--- src/rtl/p09_block_collider.sv ---
// p09_block_collider: walks the block-state store to the queried row, clears a hit block and reports the result.
module p09_block_collider #(
  parameter int NUM_ROWS       = 15,
  parameter int INITIAL_BLOCKS = 91
) (
  input  logic        clk,
  input  logic        nRst,
  input  logic        req_valid,
  output logic        req_ready,
  input  logic [3:0]  req_row,
  input  logic [3:0]  req_col,
  output logic        resp_valid,
  output logic        resp_hit,
  input  logic        new_level,
  output logic [6:0]  blocks_left,
  output logic        level_clear,
  input  logic [12:0] line,
  output logic [12:0] new_line,
  output logic        write_line,
  output logic        next_line,
  output logic        reset_state
);
  typedef enum logic [1:0] {IDLE, SEEK, CHECK, DONE} state_t;
  localparam logic [3:0] LAST = 4'(NUM_ROWS - 1);
  localparam logic [4:0] ROWS = 5'(NUM_ROWS);
  localparam logic [6:0] INIT = 7'(INITIAL_BLOCKS);
  state_t state, state_nx;
  logic [3:0]  ptr, row_q, col_q;
  logic        hit, hit_q, in_range;
  logic [15:0] line_ext;
  assign line_ext    = {3'b000, line};
  assign in_range    = {1'b0, row_q} < ROWS;
  assign hit         = state == CHECK && in_range && col_q <= 4'd12 && line_ext[col_q];
  assign req_ready   = state == IDLE && !new_level;
  assign resp_valid  = state == DONE;
  assign resp_hit    = state == DONE && hit_q;
  assign level_clear = blocks_left == 7'd0;
  // An out-of-range row never moves the store; CHECK then reports a miss.
  always_comb begin
    state_nx    = state;
    next_line   = 1'b0;
    write_line  = 1'b0;
    reset_state = 1'b0;
    new_line    = '0;
    case (state)
      IDLE:  begin
        reset_state = new_level;
        state_nx    = (!new_level && req_valid) ? SEEK : IDLE;
      end
      SEEK:  begin
        next_line = in_range && ptr != row_q;
        state_nx  = next_line ? SEEK : CHECK;
      end
      CHECK: begin
        write_line = hit;
        new_line   = hit ? (line & ~(13'd1 << col_q)) : '0;
        state_nx   = DONE;
      end
      default: state_nx = IDLE;
    endcase
  end
  always_ff @(posedge clk or negedge nRst) begin
    if (!nRst) begin
      state       <= IDLE;
      ptr         <= '0;
      row_q       <= '0;
      col_q       <= '0;
      hit_q       <= 1'b0;
      blocks_left <= INIT;
    end else begin
      state       <= state_nx;
      ptr         <= reset_state ? '0 : next_line ? (ptr == LAST ? '0 : ptr + 4'd1) : ptr;
      row_q       <= (req_valid && req_ready) ? req_row : row_q;
      col_q       <= (req_valid && req_ready) ? req_col : col_q;
      hit_q       <= state == CHECK ? hit : hit_q;
      blocks_left <= reset_state ? INIT : (write_line && blocks_left != 7'd0) ? blocks_left - 7'd1 : blocks_left;
    end
  end
endmodule

--- config.mk ---
export PLATFORM = sky130hd
export DESIGN_NAME = p09_block_collider
export DESIGN_NICKNAME = d
export VERILOG_FILES = /design/src/rtl/p09_block_collider.sv
export SDC_FILE = /design/constraint.sdc
export NUM_CORES = 1
export LEC_CHECK = 0
export ABC_AREA = 1
export CAP_MARGIN = 10
export CORE_UTILIZATION = 42
export DETAILED_ROUTE_END_ITERATION = 6
export PLACE_DENSITY_LB_ADDON = 0.1
export REMOVE_ABC_BUFFERS = 1
export SYNTH_ARGS = -nofsm -noshare
export SYNTH_HDL_FRONTEND = slang
export SYNTH_SLANG_ARGS = --single-unit
--- constraint.sdc ---
create_clock -name clk -period 1.75 [get_ports clk]
set_input_delay 0.35 -clock clk [delete_from_list [all_inputs] [get_ports clk]]
set_output_delay 0.35 -clock clk [all_outputs]
set_load 0.02 [all_outputs]
Fig. 1: run 1, power grid
Scale bar: 20 um. Pins as bars on the die edge. Tap cells in grey.
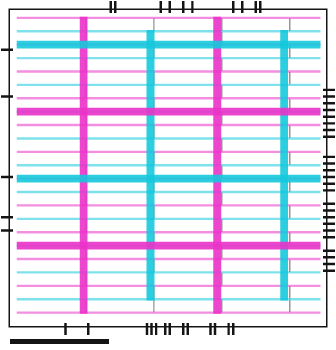
cyan -> VDD
magenta -> VSS
met1 rails = 23
tap cells = 48

Fig. 2: run 1, cells coloured by class
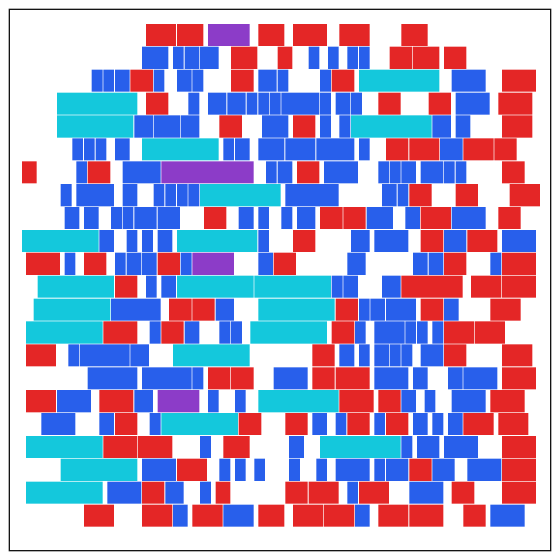
red -> remaining buffers and delay cells  # cells 105
purple -> clock drivers and dummy loads  # cells 4
cyan -> registers  # cells 22
blue -> remaining logic cells  # cells 179

Fig. 3: run 1, clock network drawn from the DEF
Scale bar: 20 um.
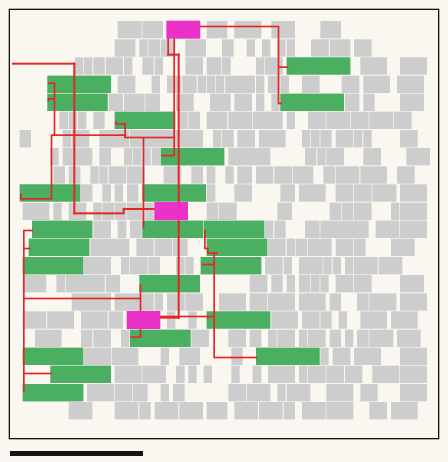
red -> clock wires  # length 307 um
green -> flip-flops  # count 22
magenta -> clock-net drivers  # count 3
routed clock nets = 4
P_clk: 0.000478 W
Clk pwr share: 0.106

==> flow_summary.toml, run 1 <==
# implementation run metrics
[cts]
cts_tree = "yes"
clockBufferDepth = 2
post_cts_buffers = 1
h-tree-depth = 1
post_cts_resized = 117

[global_route]
overflow = 0
grt_pass1_vias = 1723
antenna_found_initial = 0

[cells_and_area]
buf_share = 0.345
non_clock_inverter_count = 23
lay_top_cells = "buf_4, nand2_1, clkdlybuf4s50_1"
largest_reg_flops = 7
largest_class = "multi-input combinational cells"

[logic_synthesis]
simple_gate_share = 0.392
ys_sh_aoi = 0.0756
edf_count = 0
syn_area_per_cell_sq_um = 7.88
ys_cells = 206
top_cells_by_count = "nand2_1, nand3_1, inv_1"

[status]
outcome = "finished with violations"
violations = "negative setup slack"

[critical_path]
cp_cell_sequence = "nor2_4 > nand2_2 > nand2_1 > inv_1 > nand3_2 > nand3_2 > nand2_4 > nand2_4 > buf_12 > nor2_4 > buf_6"
worstPathRequired_ns = 1.40
end_kind = "primary output"
cpLargestDelayFamily = "simple AND/OR/NAND/NOR gates"
critPathBufInv = 3
r2r_end = "blocks_left[0]$_DFFE_PN1P_"
slowest_delay_ns = 0.45

[run]
drv_cap = 0
warnings = 29

[final_timing]
finalSetupViolations = 15
fin_setup_tns_ns = -4.50
rsz0062_at_grt = "yes"
setup_ws_ns = -0.345
min_period_ns = 2.09
fmax_ghz = 0.477

[pwr]
p_switching_w = 0.00189
power_density_nw_per_um2 = 1660
p_total_w = 0.00449

[detailed_routing]
avgRoutedWirePerCell_um = 12.0
drc_errors = 0
==> run 1 -> run 2 <==
--- a/config.mk
+++ b/config.mk
@@ -6,7 +6,7 @@
 export NUM_CORES = 1
 export LEC_CHECK = 0
 export ABC_AREA = 1
-export CAP_MARGIN = 10
+export CAP_MARGIN = 20
 export CORE_UTILIZATION = 42
 export DETAILED_ROUTE_END_ITERATION = 6
 export PLACE_DENSITY_LB_ADDON = 0.1
Fig. 4: run 2, power grid
Scale bar: 20 um. Pins as bars on the die edge. Tap cells in grey.
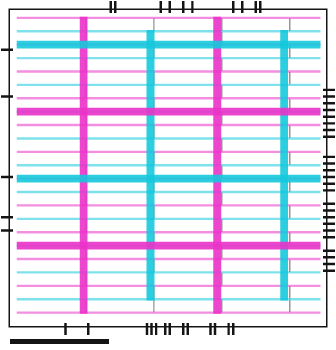
cyan -> VDD
magenta -> VSS
signal pins = 52
rows = 22
met5 straps = 4
met1 rails = 23
tap cells = 48
Die Wd: 64.2 um
maximum vdd ir drop: 1.13 mV

==> run 2 against run 1 <==
  * The run still ends with negative setup slack left
  * Critical path depth unchanged
  * Register-to-register slack about the same
  * Clock-buffer cell count unchanged
  * Critical path type unchanged
==> flow_summary.toml, run 2 <==
# implementation run metrics
[logic_synthesis]
syn_area_per_cell_sq_um = 7.88
top_cells_by_count = "nand2_1, nand3_1, inv_1"

[run]
drv_cap = 0
warnings = 29

[critical_path]
slowest_delay_ns = 0.45
cp_cell_sequence = "nor2_4 > nand2_2 > nand2_1 > inv_1 > nand3_2 > nand3_2 > nand2_4 > nand2_4 > buf_12 > nor2_4 > buf_6"
critPathBufInv = 3
cpLargestDelayFamily = "simple AND/OR/NAND/NOR gates"

[cells_and_area]
non_clock_inverter_count = 23
largest_reg_flops = 7
buf_share = 0.345

[status]
outcome = "finished with violations"
violations = "negative setup slack"

[final_timing]
setup_ws_ns = -0.345
finalSetupViolations = 15
fmax_ghz = 0.477
rsz0062_at_grt = "yes"

[cts]
post_cts_resized = 117
h-tree-depth = 1

[detailed_routing]
avgRoutedWirePerCell_um = 12.0
Fig. 5: run 2, the clock network
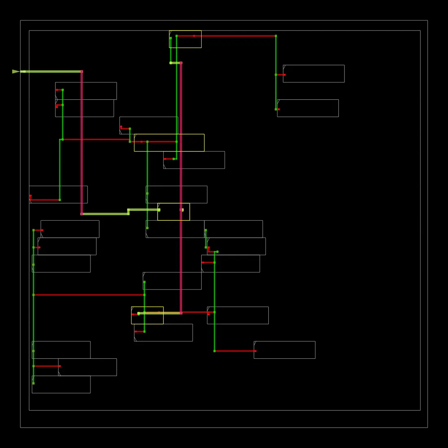
# clock sinks: 22
CLK BUF: 3

Power is estimated from default activity; no workload was simulated.
